[src/rtl/arc4_pkg.sv]
// Shared types and sizes for the ARC4 S-memory datapath.
// The S memory is a 256-entry byte array. Its address width is derived
// from the depth so that the two values always agree.
package arc4_pkg;

    localparam int S_DEPTH  = 256;
    localparam int S_ADDR_W = $clog2(S_DEPTH);
    localparam int S_DATA_W = 8;

    // Reader phases: waiting for a request, issuing reads, and waiting
    // for the last buffered byte to leave.
    typedef enum logic [1:0] {
        IDLE,
        ISSUE,
        DRAIN
    } rd_state_t;

endpackage

[src/rtl/rd_skid_fifo.sv]
// Small circular FIFO that sits between the S-memory read port and the
// output stream. It absorbs the read latency when the consumer stalls.
// A push and a pop may happen in the same cycle, including when the FIFO
// is full, because the pop frees the slot that the push takes.
module rd_skid_fifo #(
    parameter int DEPTH = 2,
    parameter int WIDTH = 9
) (
    input  logic                         clk,
    input  logic                         rst,
    input  logic                         push,
    input  logic [WIDTH-1:0]             push_data,
    input  logic                         pop,
    output logic [WIDTH-1:0]             pop_data,
    output logic                         full,
    output logic                         empty,
    output logic [$clog2(DEPTH+1)-1:0]   count
);

    localparam int PTR_W = (DEPTH > 1) ? $clog2(DEPTH) : 1;
    localparam int CNT_W = $clog2(DEPTH+1);

    logic [WIDTH-1:0] mem [DEPTH];
    logic [PTR_W-1:0] rd_ptr;
    logic [PTR_W-1:0] wr_ptr;
    logic             do_push;
    logic             do_pop;

    // Pointers wrap explicitly, so DEPTH does not have to be a power of two.
    function automatic logic [PTR_W-1:0] next_ptr(input logic [PTR_W-1:0] p);
        return (p == PTR_W'(DEPTH-1)) ? '0 : p + PTR_W'(1);
    endfunction

    assign empty    = (count == '0);
    assign full     = (count == CNT_W'(DEPTH));
    assign do_pop   = pop && !empty;
    assign do_push  = push && (!full || do_pop);
    assign pop_data = mem[rd_ptr];

    // Storage, pointers and occupancy. Storage is cleared as well, so the
    // head reads as zero straight after reset.
    always_ff @(posedge clk) begin
        if (rst) begin
            rd_ptr <= '0;
            wr_ptr <= '0;
            count  <= '0;
            for (int i = 0; i < DEPTH; i++) begin
                mem[i] <= '0;
            end
        end else begin
            if (do_push) begin
                mem[wr_ptr] <= push_data;
                wr_ptr      <= next_ptr(wr_ptr);
            end
            if (do_pop) begin
                rd_ptr <= next_ptr(rd_ptr);
            end
            case ({do_push, do_pop})
                2'b10:   count <= count + CNT_W'(1);
                2'b01:   count <= count - CNT_W'(1);
                default: count <= count;
            endcase
        end
    end

endmodule

[src/rtl/s_mem_reader.sv]
// Streams a run of bytes out of the S memory. A request (start address and
// byte count) is taken on the en/rdy handshake. The bytes are then
// delivered on a valid/ready stream, and out_last marks the final byte.
// Reads are only issued while a buffer slot is guaranteed for the result.
// Because of this, a stalled consumer never causes a byte to be lost or
// repeated.
module s_mem_reader
    import arc4_pkg::*;
#(
    parameter int ADDR_W   = S_ADDR_W,
    parameter int DATA_W   = S_DATA_W,
    parameter int READ_LAT = 1
) (
    input  logic              clk,
    input  logic              rst,
    input  logic              en,
    output logic              rdy,
    input  logic [ADDR_W-1:0] start_addr,
    input  logic [ADDR_W:0]   count,
    output logic [ADDR_W-1:0] addr,
    input  logic [DATA_W-1:0] rddata,
    output logic              wren,
    output logic [DATA_W-1:0] wrdata,
    output logic [DATA_W-1:0] out_data,
    output logic              out_valid,
    input  logic              out_ready,
    output logic              out_last
);

    localparam int BUF_D = READ_LAT + 1;
    localparam int CNT_W = $clog2(BUF_D + 1);

    rd_state_t             state;
    logic [ADDR_W:0]       remaining;
    logic [READ_LAT-1:0]   infl_valid;
    logic [READ_LAT-1:0]   infl_last;
    logic                  issue;
    int                    infl_cnt;

    logic                  fifo_push;
    logic                  fifo_pop;
    logic                  fifo_full;
    logic                  fifo_empty;
    logic [DATA_W:0]       fifo_head;
    logic [CNT_W-1:0]      fifo_count;

    // This block never writes the S memory.
    assign wren   = 1'b0;
    assign wrdata = '0;

    assign out_valid = !fifo_empty;
    assign out_data  = fifo_head[DATA_W-1:0];
    assign out_last  = fifo_head[DATA_W];
    assign fifo_pop  = out_valid && out_ready;
    assign fifo_push = infl_valid[READ_LAT-1];

    // Issue a read only when every outstanding read still has a buffer slot.
    // A byte that leaves on this edge frees its slot immediately, which
    // keeps the stream at one byte per cycle.
    always_comb begin
        infl_cnt = 0;
        for (int i = 0; i < READ_LAT; i++) begin
            infl_cnt = infl_cnt + int'(infl_valid[i]);
        end
        issue = (state == ISSUE) &&
                ((infl_cnt + int'(fifo_count) - int'(fifo_pop)) < BUF_D);
    end

    // Request FSM. It owns the address counter and the count of reads
    // still to issue.
    always_ff @(posedge clk) begin
        if (rst) begin
            state     <= IDLE;
            rdy       <= 1'b1;
            addr      <= '0;
            remaining <= '0;
        end else begin
            case (state)
                IDLE: begin
                    if (en) begin
                        addr      <= start_addr;
                        remaining <= (count == '0) ? {1'b1, {ADDR_W{1'b0}}} : count;
                        rdy       <= 1'b0;
                        state     <= ISSUE;
                    end
                end
                ISSUE: begin
                    if (issue) begin
                        addr      <= addr + ADDR_W'(1);
                        remaining <= remaining - (ADDR_W+1)'(1);
                        if (remaining == (ADDR_W+1)'(1)) begin
                            state <= DRAIN;
                        end
                    end
                end
                DRAIN: begin
                    if (fifo_pop && out_last) begin
                        rdy   <= 1'b1;
                        state <= IDLE;
                    end
                end
                default: begin
                    rdy   <= 1'b1;
                    state <= IDLE;
                end
            endcase
        end
    end

    // Track each issued read through the memory latency, together with
    // its last tag, so that rddata is captured on the correct cycle.
    always_ff @(posedge clk) begin
        if (rst) begin
            infl_valid <= '0;
            infl_last  <= '0;
        end else begin
            infl_valid[0] <= issue;
            infl_last[0]  <= issue && (remaining == (ADDR_W+1)'(1));
            for (int i = 1; i < READ_LAT; i++) begin
                infl_valid[i] <= infl_valid[i-1];
                infl_last[i]  <= infl_last[i-1];
            end
        end
    end

    // If the credit accounting ever broke, a push would reach a full FIFO
    // with nothing leaving. This assertion flags that case.
    always_ff @(posedge clk) begin
        if (!rst) begin
            assert (!(fifo_push && fifo_full && !fifo_pop));
        end
    end

    rd_skid_fifo #(
        .DEPTH (BUF_D),
        .WIDTH (DATA_W + 1)
    ) u_fifo (
        .clk       (clk),
        .rst       (rst),
        .push      (fifo_push),
        .push_data ({infl_last[READ_LAT-1], rddata}),
        .pop       (fifo_pop),
        .pop_data  (fifo_head),
        .full      (fifo_full),
        .empty     (fifo_empty),
        .count     (fifo_count)
    );

endmodule

[config.mk]
export PLATFORM = sky130hd
export DESIGN_NAME = s_mem_reader
export DESIGN_NICKNAME = d
export VERILOG_FILES = /design/src/rtl/arc4_pkg.sv /design/src/rtl/rd_skid_fifo.sv /design/src/rtl/s_mem_reader.sv
export SDC_FILE = /design/constraint.sdc
export NUM_CORES = 1
export LEC_CHECK = 0
export ABC_AREA = 1
export ABC_CLOCK_PERIOD_IN_PS = 2250
export CAP_MARGIN = 20
export CORE_ASPECT_RATIO = 0.8
export CORE_MARGIN = 2
export CORE_UTILIZATION = 45
export CTS_CLUSTER_DIAMETER = 30
export DETAILED_ROUTE_END_ITERATION = 12
export GPL_TIMING_DRIVEN = 0
export MAX_ROUTING_LAYER = met4
export PLACE_DENSITY_LB_ADDON = 0.08
export SLEW_MARGIN = 20
export SYNTH_ARGS = -nofsm -noshare
export SYNTH_HDL_FRONTEND = slang
export SYNTH_SLANG_ARGS = --single-unit
[constraint.sdc]
create_clock -name clk -period 2.25 [get_ports clk]
set_input_delay 0.225 -clock clk [delete_from_list [all_inputs] [get_ports clk]]
set_output_delay 0.225 -clock clk [all_outputs]
set_load 0.1 [all_outputs]
run_1/clk_routes.png
The bar under the picture is 20 µm long.
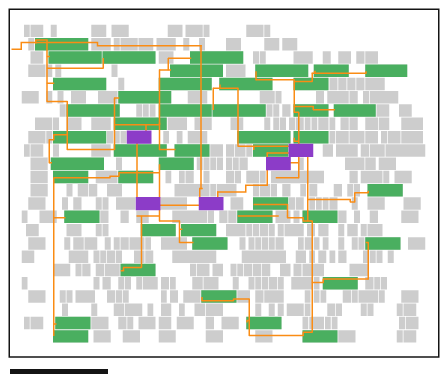
- flip-flops: green (count 45)
- clock wires: orange (length 578 µm)
- clock drivers: purple (count 5)
- flops lie: all over the die
Clock group: 0.625 mW
Skew-Pair Late Insertion Delay: 0.30 ns
Clk pwr share: 18.1%
Setup Skew: 0.00806 ns

run_1/placement_by_type.png
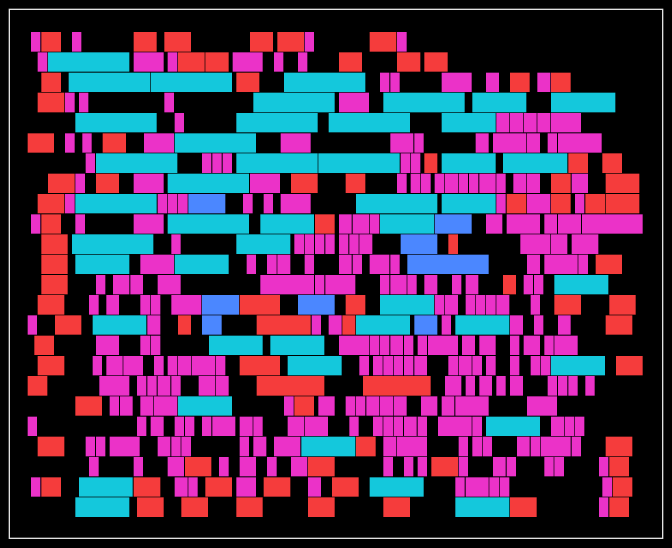
- sequential cells: cyan (cells 45; share of their area 32%)
- remaining buffers and delay cells: red (cells 79; share of their area 22%)
- combinational and other logic: magenta (cells 271; share of their area 43%)
- clock drivers and dummy loads: blue (cells 8; share of their area 3.4%)
# rows: 24
Finished Cell Area: 0.00352 mm²
core area: 0.00544 mm²
Finished Core Util: 64.8%

run_1/clocks.png
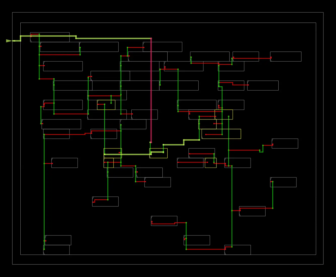
CTS Sinks: 45
flip-flops: 45
CTS buffer count: 5
clock buffer count: 5

run_1/logic_types.png
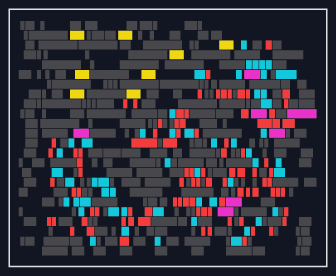
- aoi and oai cells: cyan (cells 52)
- fa/ha/maj cells: magenta (cells 7)
- nand cells: red (cells 90)
- mux cells: yellow (cells 8)
Commonest Layout Cell: nand2_1
non-filler cells, final: 481
logic share of the area: 37.3%

==> run_results.csv, run 1 <==
group,metric,value,unit
setup_path,ff2ff_setup_slack,-0.009,ns
pwr,leakagePower,1.56,nW
pwr,p_comb_share,51.2,%
sta,setup-tns-final,-0.00880,ns
logic_synthesis,synthTopLogicFamily,"simple AND/OR/NAND/NOR gates",
logic_synthesis,ys_sh_mux,3.58,%
route,wl,5.97,mm
clock_network,post_cts_resized,15,
grt,grt_usage,19.4,%
logic_synthesis,xor_share,0,%
logic_synthesis,ys_area,0.00252,mm²
placement,dp_hpwl,4.06,mm
clock_network,cts-hold-fix-buffers,0,
logic_synthesis,ys_sh_simple,26.8,%
route,wl_met1,2.89,mm
logic_synthesis,ys_seq_share,42.9,%
clock_network,cts_setup_buffers,2,
grt,grt_pass1_vias,2028,
sta,layout_min_cycle_time,2.26,ns
clock_network,htreeDepth,2,
sta,setup_violations,1,
route,dr_total_vias,2285,
outcome,status,"finished, violations left",
logic_synthesis,netlist_instances,328,
route,wl_met2,2.68,mm
logic_synthesis,top_area_share,21.5,%
route,dr.pass1.iters,4,
outcome,violations,"setup timing",
sta,slew_viol_final,0,
logic_synthesis,area_leaders,"dfxtp_1 (21%), edfxtp_1 (21%), nor2_1 (9.8%)",
logic_synthesis,ys_cells,328,
setup_path,cp-start-kind,"flop",
sta,worst_slew_pin_slew,0.975,ns
pwr,p_int,1.89,mW
route,vias_per_cell,4.75,
setup_path,path_delay_family,"adder cells",
route,met3WireLength,373,µm
pwr,power.switching,1.56,mW
setup_path,critPathBufInv,4,
job,tool_warnings,29,
route,drt-wirelength-per-cell,12.4,µm
grt,grt_max_degree,16,
logic_synthesis,ys_warn_count,0,
placement,port_buffers,47,
sta,fmax,0.443,GHz
final_layout,final_nets,438,
clock_network,cts-root-buf,"clkbuf_8",
floorplanning,fp.dieW,87.6,µm
pwr,peakVddDrop,0.000614,V
setup_path,cpMaxStageDelayCell,"fa_2",
floorplanning,io-pin-count,57,
final_layout,drive_gt1_share,22.8,%
setup_path,slowest_delay,0.53,ns
sta,hold_viol,0,
clock_network,clk_pin_slew,0.09,ns
floorplanning,die_h,70.9,µm
grt,grt_pass1_wl,9.20,mm
final_layout,syn_to_final_growth,39.7,%
setup_path,path_cells,"inv_8, a21oi_4, ha_1, inv_1, nand2_2, fa_2, nand3_2, nand2_4, nand2_4, nand2_8, inv_8, clkbuf_16, nor2_4, nor2_2",
sta,period_used_share,100,%
final_layout,diodes,0,
logic_synthesis,adder_share,3.78,%
setup_path,crit_type,"reg -> reg",
setup_path,required,2.44,ns
setup_path,worstPathMaxFanout,6,
setup_path,endpoint_kind,"flop",
sta,maxSlewHeadroom,34.8,%
final_layout,lay_top_cells,"nand2_1 (60), nor2_1 (53), clkdlybuf4s50_1 (36), inv_1 (28), dfxtp_1 (25)",
route,ant_nets,0,
sta,postLayoutSetupSlackWorst,-0.00880,ns
pwr,power_density,980,mW/mm²
route,drc_errors,0,
logic_synthesis,syn_area,0.00252,mm²
logic_synthesis,syn_area_per_cell,7.68,µm²
grt,antenna_found_initial,0,
logic_synthesis,post_synth_num_cell_types,34,
setup_path,worstPathArrival,2.45,ns
pwr,sw_frac_of_total,45.1,%
clock_network,cts_tree,"done",
floorplanning,fp_util,46.3,%
clock_network,clock_path_buffers,2,
job,cap_violations,0,
placement,gp_congestion,0.895,
floorplanning,die_area,0.00622,mm²
logic_synthesis,ys.flops,45,
route,topRoutingLayerUsed,"met4",
sta,rsz0062_at_grt,"true",
logic_synthesis,top_area_cell,"dfxtp_1",
logic_synthesis,ys_sh_aoi,11.4,%
route,dr.first_iter.drc_count,140,
hold_path,hold_class,"in -> reg",
grt,grt_overflow_total,0,
pwr,sequentialPowerShare,30.7,%
run 1: worst paths after layout:
check / start / endpoint / depth (start not counted)
worst max-delay path: u_fifo.count[0] / addr[0] / 14
worst min-delay path: out_ready / flop / 4
worst max register to register: u_fifo.count[0] / addr[0] / 14
worst min register to register: u_fifo.rd_ptr / flop / 1
run 1: tightest hold or removal path, cell delays in order:
cell            delay [ns]
dlymetal6s2s_1        0.13
inv_2                 0.10
a21oi_2               0.07
a21oi_1               0.13
run 1: final cells by class:
| type | count | area (µm²) |
|---|---|---|
| plain buffers | 20 | 164 |
| clock buffers | 5 | 68.8 |
| clock inverters | 3 | 46.3 |
| fillers | 499 | 1920 |
| inverters | 35 | 151 |
| multi-input cells | 236 | 1310 |
| flip-flops and latches | 45 | 1090 |
| well taps | 78 | 97.6 |
| repair buffers | 59 | 589 |
run 1: synthesized netlist by cell type:
| library cell | number |
|---|---|
| clkbuf_2 | 1 |
| clkbuf_1 | 1 |
| fa_1 | 1 |
| or2_2 | 2 |
| buf_2 | 3 |
| nand3_1 | 16 |
| o21ai_0 | 25 |
| nand2_2 | 2 |
| nand4_1 | 4 |
| dfxtp_1 | 27 |
| o21ai_1 | 5 |
| buf_4 | 12 |
| o211ai_1 | 1 |
| a21oi_2 | 4 |
| nand3b_1 | 1 |
| buf_6 | 2 |
| o31ai_1 | 1 |
| o21ai_2 | 1 |
| nor3_1 | 1 |
| a31oi_1 | 3 |
| nand2_4 | 2 |
| edfxtp_1 | 18 |
| inv_2 | 4 |
| inv_4 | 1 |
| nor2_1 | 66 |
| nand3_2 | 2 |
| conb_1 | 1 |
| mux2_2 | 8 |
| nand2_1 | 63 |
| buf_8 | 1 |
| nor4_1 | 1 |
| ha_1 | 6 |
| inv_1 | 30 |
| a21oi_1 | 12 |
run 1: cells by family (layout without fill, tap and decap cells):
kind of cell,count (synthesis),count (layout)
AND-OR/OR-AND,52,52
adder cells (fa/ha/maj),7,7
buffers and inverters,55,122
flip-flops,45,45
multiplexers,8,8
other,1,9
AND/OR/NAND/NOR,160,160
run 1: stage by stage:
step,hold WS [ns],area [µm²],total power [mW],setup slack (ns),instances
floorplan,0.287,2550,2.22,0.0183,336
global placement,0.435,3120,2.53,-0.382,461
detailed placement,0.450,3120,2.54,-0.427,461
CTS,0.464,3250,3.17,0.00366,471
global route,0.407,3520,3.63,-0.109,481
finish,0.401,3520,3.45,-0.00880,481
run 1: metal layers:
metal | vias up | track usage [%]
met1 | 1017 | 27.0
met4 | 0 | 4.62
met3 | 2 | 3.62
met5 | - | -
met2 | 66 | 29.3
li1 | 1200 | -
run 1: registers in the layout, indices dropped and copies added (netlist names), named ones only:
signal	count
state	2
remaining	9
addr	8
infl_last	1
u_fifo.mem	18
rdy	1
fifo_push	1
u_fifo.wr_ptr	1
u_fifo.rd_ptr	1
u_fifo.count	2
run 1: power groups by stage:
stage | logic, mW | clock network (mW) | registers, mW
finish | 1.76 | 0.625 | 1.06
floorplan | 0.963 | 0 | 1.25
global route | 1.89 | 0.667 | 1.08
global placement | 1.47 | 0 | 1.06
CTS | 1.49 | 0.633 | 1.04
detailed placement | 1.48 | 0 | 1.06
==> inputs of run 2 (changes only) <==
- CTS_CLUSTER_SIZE: unset -> 12
- SLEW_MARGIN: 20 -> unset
run_2/placement_by_type.png
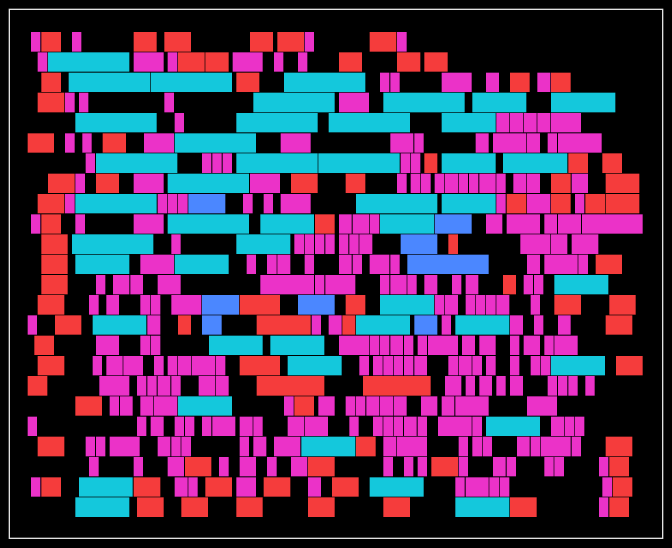
- combinational and other logic: magenta (cells 271; share of their area 43%)
- clock drivers and dummy loads: blue (cells 8; share of their area 3.4%)
- remaining buffers and delay cells: red (cells 79; share of their area 22%)
- sequential cells: cyan (cells 45; share of their area 32%)
sequential share of cell area: 30.9%

run_2/clocks.png
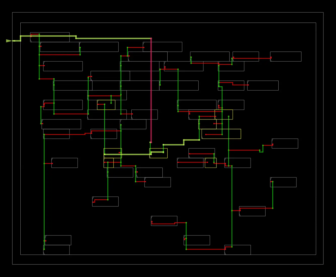

run_2/flops_by_reg.png
Other sequential cells in the stronger gray, the rest of the logic in the fainter gray.
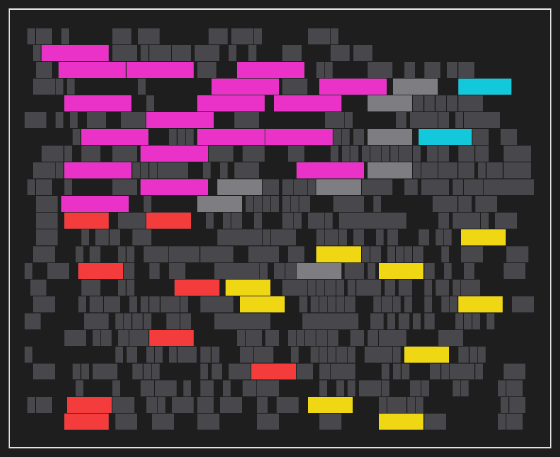
- remaining: yellow (sequential cells 9)
- u_fifo.count: cyan (sequential cells 2)
- addr: red (sequential cells 8)
- u_fifo.mem: magenta (sequential cells 18)
Seq power: 1.06 mW
register area: 0.00109 mm²

==> run 2 against run 1 <==
  * The run still ends with setup timing left
  * Clock power about the same
  * Global-route usage unchanged
  * Combinational power is essentially flat
  * Critical path depth unchanged
  * Sequential cell count is the same
  * Cell count stayed put
  * Power unchanged
  * Wire length unchanged
  * Sequential power barely moved
  * Maximum frequency unchanged
  * First-iteration DRC count unchanged
  * Critical path type unchanged
  * Largest power group unchanged
  * Highest routed layer unchanged
==> run_results.csv, run 2 <==
group,metric,value,unit
setup_path,endpoint_kind,"flop",
final_layout,final_layout_top_logic_cell,"nand2_1",
logic_synthesis,top_cells_by_count,"nor2_1 (66), nand2_1 (63), inv_1 (30)",
route,wl,5.97,mm
route,dr_total_vias,2285,
sta,setup_violations,1,
final_layout,syn_to_final_growth,39.7,%
floorplanning,std_cell_rows,24,
final_layout,logic_area,0.00131,mm²
final_layout,largestRegisters,"u_fifo.mem: 18 flops, remaining: 9 flops, addr: 8 flops",
hold_path,hold_class,"in -> reg",
logic_synthesis,async_flop_share,0,%
clock_network,cts-root-buf,"clkbuf_8",
clock_network,clk_latency,0.30,ns
sta,rsz0062_at_grt,"true",
setup_path,crit_type,"reg -> reg",
floorplanning,coreArea,0.00544,mm²
setup_path,worstPathArrival,2.45,ns
logic_synthesis,ys_sh_simple,26.8,%
setup_path,cp-start-kind,"flop",
outcome,violations,"setup timing",
logic_synthesis,ff_type,"dfxtp_1",
grt,grt_pass1_wl,9.20,mm
logic_synthesis,top_area_share,21.5,%
logic_synthesis,syn_area,0.00252,mm²
job,cap_violations,0,
final_layout,diodes,0,
floorplanning,fp.dieW,87.6,µm
logic_synthesis,top_area_cell,"dfxtp_1",
pwr,leakagePower,1.56,nW
logic_synthesis,ys_area,0.00252,mm²
final_layout,fillers,499,
sta,finalClockSkew,0.00806,ns
final_layout,drive_gt1_share,22.8,%
final_layout,largest-register,"u_fifo.mem",
grt,grt_overflow_total,0,
sta,fmax,0.443,GHz
logic_synthesis,netlist_instances,328,
sta,worst_slew_pin_slew,0.975,ns
setup_path,required,2.44,ns
final_layout,layout.cells.non_filler,481,
placement,place_area,0.00312,mm²
logic_synthesis,ys_cells,328,
floorplanning,die_area,0.00622,mm²
clock_network,cts_sinks,45,
route,dr.pass1.iters,4,
clock_network,htreeDepth,2,
grt,met2_usage,29.3,%
grt,grt_max_degree,16,
logic_synthesis,post_synth_num_cell_types,34,
job,tool_warnings,29,
logic_synthesis,adder_share,3.78,%
logic_synthesis,edf_count,18,
logic_synthesis,ys.flops,45,
grt,antenna_found_initial,0,
logic_synthesis,xor_share,0,%
floorplanning,fp_util,46.3,%
grt,busiest_layer,"met2",
placement,dp_hpwl,4.06,mm
route,drc_errors,0,
clock_network,cts-hold-fix-buffers,0,
final_layout,final_nets,438,
placement,port_buffers,47,
logic_synthesis,area_leaders,"dfxtp_1 (21%), edfxtp_1 (21%), nor2_1 (9.8%)",
pwr,peakVddDrop,0.000614,V
sta,postLayoutSetupSlackWorst,-0.00880,ns
placement,dp_cells,461,
clock_network,cts_tree,"done",
final_layout,largest_register_ffs,18,
route,dr.first_iter.drc_count,140,
setup_path,worstPathMaxFanout,6,
route,drt-wirelength-per-cell,12.4,µm
clock_network,numCtsBuffers,5,
grt,grt_use_met1,27.0,%
sta,setup-tns-final,-0.00880,ns
logic_synthesis,ys_sh_mux,3.58,%
pwr,power_density,980,mW/mm²
floorplanning,io-pin-count,57,
logic_synthesis,syn_area_per_cell,7.68,µm²
sta,hold_viol,0,
route,ant_nets,0,
hold_path,worstHoldStart,"out_ready",
sta,slew_viol_final,0,
final_layout,lay_top_cells,"nand2_1 (60), nor2_1 (53), clkdlybuf4s50_1 (36), inv_1 (28), dfxtp_1 (25)",
sta,layout_min_cycle_time,2.26,ns
logic_synthesis,synthMostInstantiatedCell,"nor2_1",
setup_path,r2r-start,"u_fifo.count[0]",
logic_synthesis,synthTopLogicFamily,"simple AND/OR/NAND/NOR gates",
sta,period_used_share,100,%
grt,gr-usage-met3,3.62,%
clock_network,clock_path_buffers,2,
route,vias_per_cell,4.75,
placement,gp_congestion,0.895,
logic_synthesis,ys_sh_aoi,11.4,%
sta,maxSlewHeadroom,34.8,%
grt,grt_usage,19.4,%
clock_network,clk_pin_slew,0.09,ns
grt,grt_pass1_vias,2028,
outcome,status,"finished, violations left",
final_layout,finalInstanceArea,0.00352,mm²
floorplanning,die_h,70.9,µm
setup_path,crit_start,"u_fifo.count[0]",
logic_synthesis,ys_warn_count,0,
logic_synthesis,ys_seq_share,42.9,%
-- run 2: cell counts in the layout (fill, tap and decap cells not counted) --
Identical to the previous run, type by type.
-- run 2: stage by stage --
| step | total power, mW | utilization [%] | hold slack, ns | setup slack [ns] |
|---|---|---|---|---|
| after floorplan | 2.22 | - | 0.287 | 0.0183 |
| after global placement | 2.53 | 57.4 | 0.435 | -0.382 |
| after detailed placement | 2.54 | 57.4 | 0.450 | -0.427 |
| after CTS | 3.17 | 59.9 | 0.464 | 0.00366 |
| after global routing | 3.63 | 64.8 | 0.407 | -0.109 |
| final | 3.45 | 64.8 | 0.401 | -0.00880 |
-- run 2: metal layers --
metal	wire length [µm]	vias up	share of wire (%)
li1	-	1200	-
met1	2890	1017	48
met5	0	-	0
met2	2680	66	45
met3	373	2	6.2
met4	29	0	0.49
-- run 2: final timing paths --
kind | end | slack [ns] | cells after the start
worst max register to register | addr[0] | -0.009 | 14
worst min-delay path | flop | 0.40 | 4
worst min register to register | flop | 0.46 | 1
worst max-delay path | addr[0] | -0.009 | 14
-- run 2: power breakdown --
| group | switching [mW] | internal [mW] | total, mW |
|---|---|---|---|
| combinational | 1.17 | 0.597 | 1.76 |
| clock | 0.293 | 0.333 | 0.625 |
| sequential | 0.0963 | 0.964 | 1.06 |
-- run 2: critical path, cell delays in order (launching register included) --
cell and delay (ns):
dfxtp_4 0.39, inv_8 0.04, a21oi_4 0.13, ha_1 0.24
inv_1 0.06, nand2_2 0.06, fa_2 0.53, nand3_2 0.08
nand2_4 0.09, nand2_4 0.07, nand2_8 0.10, inv_8 0.05
clkbuf_16 0.16, nor2_4 0.10, nor2_2 0.04
-- run 2: area by class of cell --
cell class | instances | area share [%]
multi-input combinational | 236 | 37.3
sequential | 45 | 30.9
timing repair buffer | 59 | 16.7
buffer | 20 | 4.66
inverter | 35 | 4.30
tap | 78 | 2.77
clock buffer | 5 | 1.96
clock inverter | 3 | 1.32
-- run 2: cells by family after synthesis --
kind of cell / count (synthesis)
other cells: 1
compound gates: 52
flops: 45
mux: 8
buf+inv: 55
simple gates: 160
fa+ha+maj: 7
-- run 2: timing repair --
action / 4_1_cts / 5_1_grt
endpoints found under the setup margin: 26 / 17
hold endpoints to repair: 0 / 0
resized: 15 / 53
pin swaps: 2 / 14
setup buffers: 2 / 8
cloned: 0 / 2
==> inputs of run 3 (changes only) <==
- CAP_MARGIN: 20 -> unset
run_3/placement_by_type.png
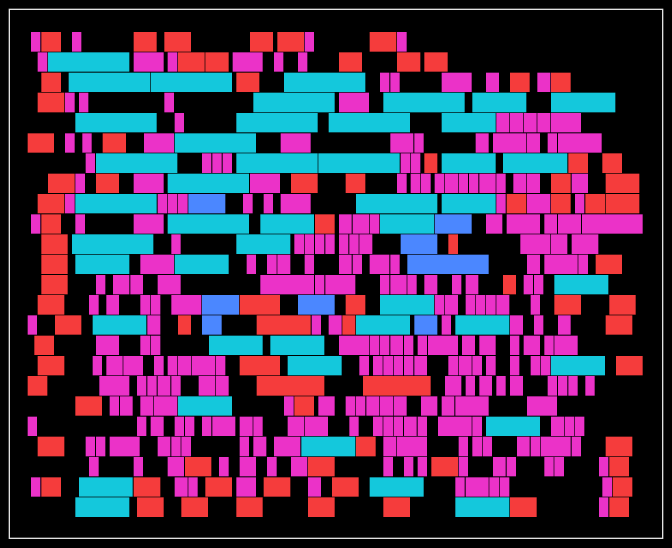
- clock drivers and dummy loads: blue (cells 8; share of their area 3.4%)
- remaining buffers and delay cells: red (cells 79; share of their area 22%)
- combinational and other logic: magenta (cells 271; share of their area 43%)
- sequential cells: cyan (cells 45; share of their area 32%)

run_3/logic_types.png
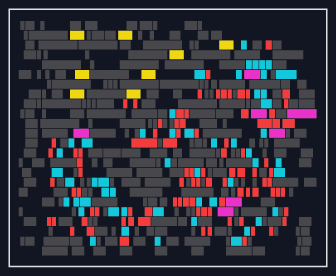
- mux cells: yellow (cells 8)
- fa/ha/maj cells: magenta (cells 7)
- nand cells: red (cells 90)
- aoi and oai cells: cyan (cells 52)

run_3/clocks.png
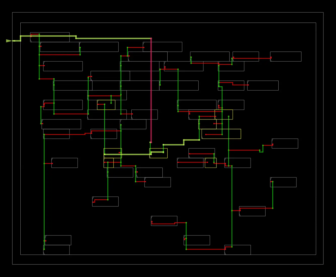

==> run 3 against run 2 <==
  * The run still ends with setup timing left
  * Core utilization unchanged
  * Sequential power about the same
  * Largest power group unchanged
  * Global-route usage unchanged
  * Wire length unchanged
  * Critical endpoint unchanged
  * Sequential share of layout area unchanged
  * Synthesized cell count unchanged
  * Highest routed layer unchanged
==> run_results.csv, run 3 <==
group,metric,value,unit
logic_synthesis,ys_sh_simple,26.8,%
sta,worst_slew_pin_slew,0.975,ns
hold_path,hold_class,"in -> reg",
clock_network,htreeDepth,2,
sta,hold_viol,0,
pwr,power_density,980,mW/mm²
final_layout,lay_top_cells,"nand2_1 (60), nor2_1 (53), clkdlybuf4s50_1 (36), inv_1 (28), dfxtp_1 (25)",
route,drc_errors,0,
logic_synthesis,post_synth_num_cell_types,34,
logic_synthesis,adder_share,3.78,%
outcome,status,"finished, violations left",
final_layout,largest_register_ffs,18,
job,cap_violations,0,
final_layout,largest-register,"u_fifo.mem",
floorplanning,fp_util,46.3,%
final_layout,final_nets,438,
sta,layout_min_cycle_time,2.26,ns
logic_synthesis,ys_area,0.00252,mm²
pwr,p_total,3.45,mW
logic_synthesis,top_cells_by_count,"nor2_1 (66), nand2_1 (63), inv_1 (30)",
floorplanning,die_area,0.00622,mm²
logic_synthesis,top_area_share,21.5,%
clock_network,numCtsBuffers,5,
final_layout,largestRegisters,"u_fifo.mem: 18 flops, remaining: 9 flops, addr: 8 flops",
clock_network,clk_pin_slew,0.09,ns
logic_synthesis,async_flop_share,0,%
sta,slew_viol_final,0,
final_layout,regArea,0.00109,mm²
route,drt-wirelength-per-cell,12.4,µm
setup_path,r2r-start,"u_fifo.count[0]",
route,vias_per_cell,4.75,
floorplanning,coreArea,0.00544,mm²
placement,gp_congestion,0.895,
final_layout,fillers,499,
sta,finalClockSkew,0.00806,ns
logic_synthesis,area_leaders,"dfxtp_1 (21%), edfxtp_1 (21%), nor2_1 (9.8%)",
setup_path,endpoint,"addr[0]",
grt,grt_max_degree,16,
sta,maxSlewHeadroom,34.8,%
logic_synthesis,xor_share,0,%
logic_synthesis,ys_sh_mux,3.58,%
route,ant_nets,0,
sta,fmax,0.443,GHz
logic_synthesis,edf_count,18,
floorplanning,die_h,70.9,µm
grt,grt_usage,19.4,%
setup_path,reg2reg_to,"addr[0]",
setup_path,required,2.44,ns
logic_synthesis,ys.flops,45,
floorplanning,std_cell_rows,24,
logic_synthesis,ys_sh_aoi,11.4,%
setup_path,crit_start,"u_fifo.count[0]",
grt,grt_pass1_wl,9.20,mm
placement,dp_hpwl,4.06,mm
job,tool_warnings,29,
setup_path,endpoint_kind,"flop",
logic_synthesis,syn_area,0.00252,mm²
logic_synthesis,netlist_instances,328,
clock_network,cts_tree,"done",
logic_synthesis,ys_warn_count,0,
floorplanning,io-pin-count,57,
setup_path,worstPathMaxFanout,6,
setup_path,crit_type,"reg -> reg",
final_layout,logic_area,0.00131,mm²
logic_synthesis,ys_cells,328,
outcome,violations,"setup timing",
route,dr.pass1.iters,4,
setup_path,worstPathArrival,2.45,ns
logic_synthesis,ys_seq_share,42.9,%
setup_path,ff2ff_setup_slack,-0.009,ns
route,dr.first_iter.drc_count,140,
route,wl,5.97,mm
logic_synthesis,synthMostInstantiatedCell,"nor2_1",
placement,port_buffers,47,
logic_synthesis,syn_area_per_cell,7.68,µm²
final_layout,diodes,0,
pwr,leakagePower,1.56,nW
final_layout,final_layout_top_logic_cell,"nand2_1",
grt,grt_pass1_vias,2028,
sta,period_used_share,100,%
grt,grt_overflow_total,0,
floorplanning,fp.dieW,87.6,µm
clock_network,cts-root-buf,"clkbuf_8",
sta,fin_hold_ws,0.401,ns
sta,postLayoutSetupSlackWorst,-0.00880,ns
sta,rsz0062_at_grt,"true",
logic_synthesis,synthTopLogicFamily,"simple AND/OR/NAND/NOR gates",
sta,setup_violations,1,
pwr,peakVddDrop,0.000614,V
final_layout,syn_to_final_growth,39.7,%
setup_path,reg2regPathDepth,14,
logic_synthesis,ff_type,"dfxtp_1",
route,dr_total_vias,2285,
setup_path,cp-start-kind,"flop",
clock_network,clock_path_buffers,2,
clock_network,clk_latency,0.30,ns
final_layout,drive_gt1_share,22.8,%
grt,antenna_found_initial,0,
logic_synthesis,top_area_cell,"dfxtp_1",
clock_network,cts_sinks,45,
final_layout,final_util,64.8,%
run 3: cell counts after synthesis:
No cell type changed its count.
run 3: power by group:
group          total (mW)  switching [mW]  leakage (nW)  internal [mW]
Combinational        1.76            1.17          1.10          0.597
Sequential           1.06          0.0963         0.411          0.964
Clock               0.625           0.293        0.0543          0.333
run 3: repair_timing:
action                                 in CTS  in global routing
pin swaps                                   2                 14
buffers inserted                            2                  8
setup endpoints to repair                  26                 17
hold buffers                                0                  0
gates resized                              15                 53
gates cloned                                0                  2
endpoints found under the hold margin       0                  0
run 3: worst min path at each step:
stage,start,to,slack (ns),cells after the start
4_1_cts,u_fifo.rd_ptr,flop,0.46,1
3_5_place_dp,u_fifo.rd_ptr,flop,0.45,1
3_3_place_gp,u_fifo.rd_ptr,u_fifo.rd_ptr,0.44,1
2_1_floorplan,rst,addr[7],0.29,1
5_1_grt,out_ready,flop,0.41,4
6_report,out_ready,flop,0.40,4
run 3: per-stage QoR:
stage / cells / cell area (µm²) / setup slack (ns) / TNS [ns]
floorplan: 336 / 2550 / 0.0183 / 0
global placement: 461 / 3120 / -0.382 / -7.34
detailed placement: 461 / 3120 / -0.427 / -7.86
CTS: 471 / 3250 / 0.00366 / 0
global route: 481 / 3520 / -0.109 / -1.00
finish: 481 / 3520 / -0.00880 / -0.00880
run 3: critical path, stage by stage, from the launching register on:
cell	delay (ns)
dfxtp_4	0.39
inv_8	0.04
a21oi_4	0.13
ha_1	0.24
inv_1	0.06
nand2_2	0.06
fa_2	0.53
nand3_2	0.08
nand2_4	0.09
nand2_4	0.07
nand2_8	0.10
inv_8	0.05
clkbuf_16	0.16
nor2_4	0.10
nor2_2	0.04
run 3: layer usage:
metal / wire, µm / vias to the layer above / GRT usage (%) / part of all wire [%]
li1: - / 1200 / - / -
met1: 2890 / 1017 / 27.0 / 48
met2: 2680 / 66 / 29.3 / 45
met3: 373 / 2 / 3.62 / 6.2
met4: 29 / 0 / 4.62 / 0.49
met5: 0 / - / - / 0
run 3: layout make-up:
| type | instances | area share [%] |
|---|---|---|
| multi-input cells | 236 | 37.3 |
| clock buffers | 5 | 1.96 |
| clock inverters | 3 | 1.32 |
| flip-flops and latches | 45 | 30.9 |
| plain buffers | 20 | 4.66 |
| well taps | 78 | 2.77 |
| repair buffers | 59 | 16.7 |
| inverters | 35 | 4.30 |
run 3: logic make-up after synthesis:
kind of cell,count (synthesis)
muxes,8
and+or+nand+nor,160
other,1
buffers and inverters,55
AOI/OAI and AO/OA,52
adders and majority gates,7
DFF,45
Power and IR drop assume default switching activity.
